### src/rtl/cu_fsm_hs.sv
// Multicycle control unit for the Otter RV32I core with handshaked instruction
// and data memory ports. It adds a bus timeout, prioritised interrupts and a trap path.
module cu_fsm_hs #(
  parameter int NUM_IRQ = 4,
  parameter int TIMEOUT = 16,
  parameter int IDW     = (NUM_IRQ > 1) ? $clog2(NUM_IRQ) : 1
) (
  input  logic               clk,
  input  logic               rst,
  input  logic [6:0]         opcode,
  input  logic [2:0]         func3,
  input  logic [NUM_IRQ-1:0] irq_pend,
  input  logic [NUM_IRQ-1:0] irq_mask,
  input  logic               irq_en,
  output logic               imem_req,
  input  logic               imem_ack,
  output logic               dmem_req,
  output logic               dmem_we,
  input  logic               dmem_ack,
  output logic               pc_w_en,
  output logic               rfile_w_en,
  output logic               csr_we,
  output logic               cu_rst,
  output logic               int_taken,
  output logic [IDW-1:0]     irq_id,
  output logic               trap,
  output logic               trap_cause
);

  localparam logic [6:0] OPCODE_R_TYPE         = 7'b0110011;
  localparam logic [6:0] OPCODE_I_TYPE_NO_LOAD = 7'b0010011;
  localparam logic [6:0] OPCODE_I_TYPE_LOAD    = 7'b0000011;
  localparam logic [6:0] OPCODE_I_TYPE_JALR    = 7'b1100111;
  localparam logic [6:0] OPCODE_S_TYPE         = 7'b0100011;
  localparam logic [6:0] OPCODE_B_TYPE         = 7'b1100011;
  localparam logic [6:0] OPCODE_LUI            = 7'b0110111;
  localparam logic [6:0] OPCODE_AUIPC          = 7'b0010111;
  localparam logic [6:0] OPCODE_J_TYPE_JAL     = 7'b1101111;
  localparam logic [6:0] OPCODE_INTRPT         = 7'b1110011;

  localparam int            CW       = (TIMEOUT > 0) ? $clog2(TIMEOUT + 1) : 1;
  localparam logic [CW-1:0] CNT_LAST = (TIMEOUT > 0) ? CW'(TIMEOUT - 1) : '0;

  typedef enum logic [2:0] {
    INIT   = 3'd0,
    FETCH  = 3'd1,
    EXEC   = 3'd2,
    MEM    = 3'd3,
    WR_BK  = 3'd4,
    INTRPT = 3'd5,
    TRAP   = 3'd6
  } state_t;

  state_t               state, state_nxt;
  logic [CW-1:0]        cnt, cnt_nxt;
  logic [IDW-1:0]       irq_id_r, irq_win;
  logic                 cause_r, cause_nxt;
  logic [NUM_IRQ-1:0]   irq_vec;
  logic                 irq_hit;
  logic                 retire;
  logic                 is_store;

  // Expiry fires on the last allowed wait cycle; an ack in that cycle wins.
  function automatic logic expired(input logic [CW-1:0] c, input logic ack);
    return (TIMEOUT != 0) && (c == CNT_LAST) && !ack;
  endfunction

  always_comb begin
    irq_vec = irq_pend & irq_mask;
    irq_hit = irq_en & (|irq_vec);
    irq_win = '0;
    for (int i = NUM_IRQ - 1; i >= 0; i--) begin
      if (irq_vec[i]) irq_win = IDW'(i);
    end
  end

  assign is_store = (opcode == OPCODE_S_TYPE);

  always_comb begin
    state_nxt  = state;
    cause_nxt  = cause_r;
    retire     = 1'b0;
    imem_req   = 1'b0;
    dmem_req   = 1'b0;
    dmem_we    = 1'b0;
    pc_w_en    = 1'b0;
    rfile_w_en = 1'b0;
    csr_we     = 1'b0;
    cu_rst     = 1'b0;
    int_taken  = 1'b0;
    trap       = 1'b0;
    trap_cause = 1'b0;
    case (state)
      INIT: begin
        cu_rst    = 1'b1;
        state_nxt = FETCH;
      end
      FETCH: begin
        imem_req = 1'b1;
        if (imem_ack) begin
          state_nxt = EXEC;
        end else if (expired(cnt, imem_ack)) begin
          state_nxt = TRAP;
          cause_nxt = 1'b0;
        end
      end
      EXEC: begin
        case (opcode)
          OPCODE_R_TYPE, OPCODE_I_TYPE_NO_LOAD, OPCODE_I_TYPE_JALR,
          OPCODE_LUI, OPCODE_AUIPC, OPCODE_J_TYPE_JAL: begin
            rfile_w_en = 1'b1;
            pc_w_en    = 1'b1;
            retire     = 1'b1;
          end
          OPCODE_B_TYPE: begin
            pc_w_en = 1'b1;
            retire  = 1'b1;
          end
          OPCODE_I_TYPE_LOAD, OPCODE_S_TYPE: state_nxt = MEM;
          OPCODE_INTRPT: begin
            if (func3 == 3'b000) begin
              pc_w_en = 1'b1;
              retire  = 1'b1;
            end else if (func3[0]) begin
              csr_we     = 1'b1;
              rfile_w_en = 1'b1;
              pc_w_en    = 1'b1;
              retire     = 1'b1;
            end else begin
              state_nxt = TRAP;
              cause_nxt = 1'b1;
            end
          end
          default: begin
            state_nxt = TRAP;
            cause_nxt = 1'b1;
          end
        endcase
      end
      MEM: begin
        dmem_req = 1'b1;
        dmem_we  = is_store;
        if (dmem_ack) begin
          if (is_store) begin
            pc_w_en = 1'b1;
            retire  = 1'b1;
          end else begin
            state_nxt = WR_BK;
          end
        end else if (expired(cnt, dmem_ack)) begin
          state_nxt = TRAP;
          cause_nxt = 1'b0;
        end
      end
      WR_BK: begin
        rfile_w_en = 1'b1;
        pc_w_en    = 1'b1;
        retire     = 1'b1;
      end
      INTRPT: begin
        int_taken = 1'b1;
        pc_w_en   = 1'b1;
        state_nxt = FETCH;
      end
      TRAP: begin
        trap       = 1'b1;
        trap_cause = cause_r;
        pc_w_en    = 1'b1;
        state_nxt  = FETCH;
      end
      default: state_nxt = INIT;
    endcase
    if (retire) state_nxt = irq_hit ? INTRPT : FETCH;
  end

  // Counter runs only while a request stays in its state, so entry clears it.
  assign cnt_nxt = (((state == FETCH) || (state == MEM)) && (state_nxt == state)) ?
                   cnt + 1'b1 : '0;

  always_ff @(posedge clk) begin
    if (rst) begin
      state    <= INIT;
      cnt      <= '0;
      irq_id_r <= '0;
      cause_r  <= 1'b0;
    end else begin
      state   <= state_nxt;
      cnt     <= cnt_nxt;
      cause_r <= cause_nxt;
      if (retire && irq_hit) irq_id_r <= irq_win;
    end
  end

  assign irq_id = irq_id_r;

endmodule

### config.mk
export PLATFORM = sky130hd
export DESIGN_NAME = cu_fsm_hs
export DESIGN_NICKNAME = d
export VERILOG_FILES = /design/src/rtl/cu_fsm_hs.sv
export SDC_FILE = /design/constraint.sdc
export NUM_CORES = 1
export LEC_CHECK = 0
export CAP_MARGIN = 20
export CELL_PAD_IN_SITES_DETAIL_PLACEMENT = 2
export CELL_PAD_IN_SITES_GLOBAL_PLACEMENT = 2
export CORE_UTILIZATION = 24
export CTS_CLUSTER_DIAMETER = 30
export DETAILED_ROUTE_END_ITERATION = 6
export PLACE_DENSITY = 0.8
export SYNTH_ARGS = -nofsm -noshare
export SYNTH_HDL_FRONTEND = slang
export SYNTH_SLANG_ARGS = --single-unit
### constraint.sdc
create_clock -name clk -period 2.2 [get_ports clk]
set_input_delay 0.44 -clock clk [delete_from_list [all_inputs] [get_ports clk]]
set_output_delay 0.44 -clock clk [all_outputs]
set_load 0.02 [all_outputs]
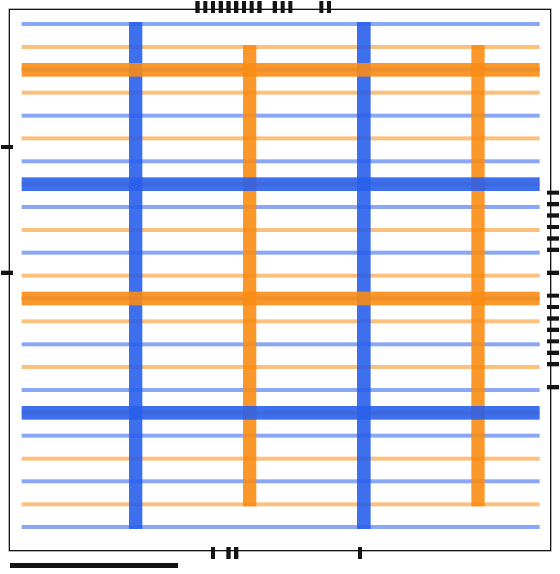
Fig. 1. PDN straps and rails.
Bar = 20 µm. Pins as bars on the die edge.
- orange: VDD
- blue: VSS
- signal pins: 35
- met1 rails: 23
VDD IR-drop max: 375 µV
DIE WIDTH: 64.2 µm
core footprint: 3690 µm²
die span in y: 64.2 µm

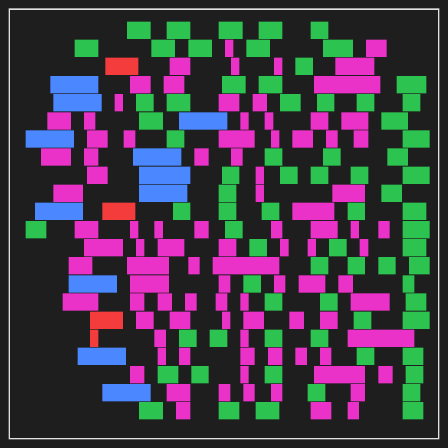
Fig. 2. Placed cells, one color a class.
- green: remaining buffers and delay cells (cells 72)
- magenta: remaining logic cells (cells 93)
- red: clock drivers and dummy loads (cells 4)
- blue: sequential cells (cells 11)
final core utilization: 46.0%
Seq/total area: 13.0%
row count: 22

==> reports/notes.md <==
### Clock tree
- buffer cell driving the clock tree root: clkbuf_8
- clock transition at the registers of the reported paths: 50 ps

### Global route
- global-route met3 utilization: 1.79%
- antenna violations before repair: 0

### Run
- number of max-cap violations: 0

### STA
- peak clock frequency supported by timing: 0.455 GHz
- relative max-transition margin: 74.6%
- Tightest Pin Transition: 376 ps
- ratio of final minimum period to clock period: 99.8%
- Min Clock Period, post-route: 2200 ps

### Min path
- Hold Crit Class: reg2reg
- HP Start: cnt[0]

### Final layout
- final-layout fill cell count: 414
- area occupied by multi-input gates: 733 µm²
- layout cell share with drive strength beyond 1: 42.2%
- Commonest Layout Cell: buf_4

### Power and ir drop
- total power: 0.000960 W
- cell area power density: 566 nW/µm²
- leakage dissipation: 0.743 nW

### Synth
- number of flip-flops and latches in the synthesized netlist: 11
- average footprint of a synthesized cell: 8.61 µm²
- yosys warns: 0
- post-synthesis adder-cell area fraction: 2.69%
- xor/xnor share of the synthesized area: 1.88%
- Dominant Register Cell: dfxtp_1
- Post-Syn Instances: 108
- compound-cell area share of the yosys netlist: 28.3%
- area fraction in and, or, nand and nor cells: 39.4%
- post-synthesis cell area: 930 µm²

### Critical path
- buffers and inverters on the worst path: 2
- cell count along the critical path: 7
- family with the most delay on the worst path: simple AND/OR/NAND/NOR gates
- startpoint type of the worst setup path: input port

### Detailed routing
- number of iterations in the first detailed-routing pass: 2
- ratio of routed vias to standard cells: 4.89

### Place
- estimated wirelength of the detail-placed design: 3.13 mm

### Status
- outcome: finished clean

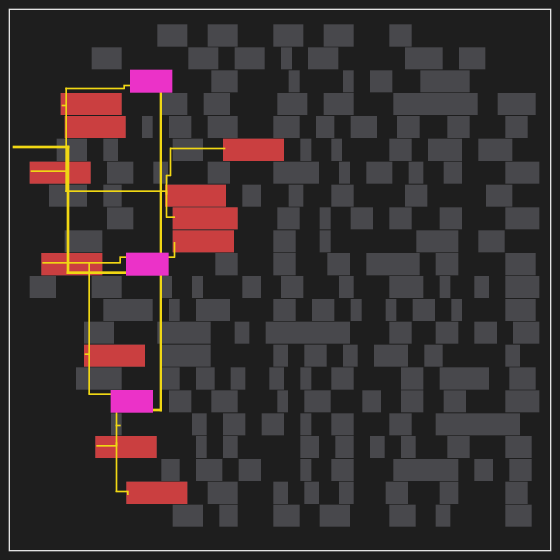
Fig. 3. Clock distribution.
- red: flip-flops (count 11)
- magenta: clock-net drivers (count 3)
- yellow: clock wires (length 195 µm)
- routed clock nets: 4
proportion of power drawn by the clock network: 21.8%
power in the clock group: 0.000209 W
worst clock skew on the final layout: 0.389 ps
clk ins delay skew pair: 240 ps

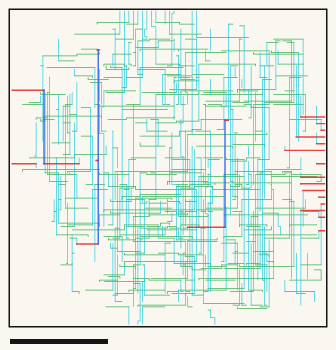
Fig. 4. Signal wires by layer.
Bar = 20 µm.
- red: M3 (wire length 78.7 µm)
- green: M1 (wire length 1590 µm)
- cyan: M2 (wire length 2090 µm)
- blue: M4 (wire length 76.2 µm)
Post-Route WL: 3.83 mm
Routed WL per cell: 16.8 µm
Total Routing Usage GR: 19.8%
vias post-DR: 1116

-- final timing paths --
path / end / slack, ps
max: pc_w_en / 4
min: cnt[0] / 470
max reg2reg: cnt[3] / 110
min reg2reg: cnt[0] / 470
-- power breakdown --
part | internal (W) | total, W | switching, W | leakage [nW]
combinational | 0.000256 | 0.000516 | 0.000260 | 0.630
clock | 0.000128 | 0.000209 | 0.0000813 | 0.0228
sequential | 0.000220 | 0.000235 | 0.0000156 | 0.0898
total | 0.000603 | 0.000960 | 0.000357 | 0.743
-- kinds of logic after synthesis --
logic type | Yosys count
AND/OR/NAND/NOR | 55
AND-OR/OR-AND | 29
flip-flops | 11
buffers and inverters | 9
XOR/XNOR | 2
adder cells (fa/ha/maj) | 2
-- cells in the mapped netlist, drive strengths merged (2+ instances only) --
library cell,count
nand4bb,2
inv,5
nor2,9
or2,2
nand2,9
nor2b,3
o21ai,5
nor3,12
a2111oi,2
nand2b,3
ha,2
buf,3
and3,2
nand3,3
dfxtp,11
nor4,3
a21oi,8
-- per-layer routing --
metal / up-vias / share of wire, %
met5: - / 0
met2: 22 / 54
met4: 0 / 2.0
li1: 547 / -
met1: 540 / 42
met3: 7 / 2.0
-- metrics by stage --
stage               setup slack [ps]  std cells  util, %
finish                          3.87        228     46.0
global route                   -35.4        228     46.0
CTS                             -130        227     45.0
detailed placement              -822        220     42.5
global placement                -726        220     42.5
floorplan                        211        108        -
-- repair_timing --
item,4_1_cts,5_1_grt
buffers inserted,3,1
pin swaps,5,4
setup endpoints to repair,14,10
gates cloned,0,0
gates resized,41,12
-- layout make-up --
cell class	count	share of cell area (%)
Timing Repair Buffer	72	36.5
Sequential cell	11	13.0
Inverter	5	1.11
Multi-Input combinational cell	88	43.2
Tap cell	48	3.54
Clock buffer	4	2.65
Power and IR drop assume default switching activity.
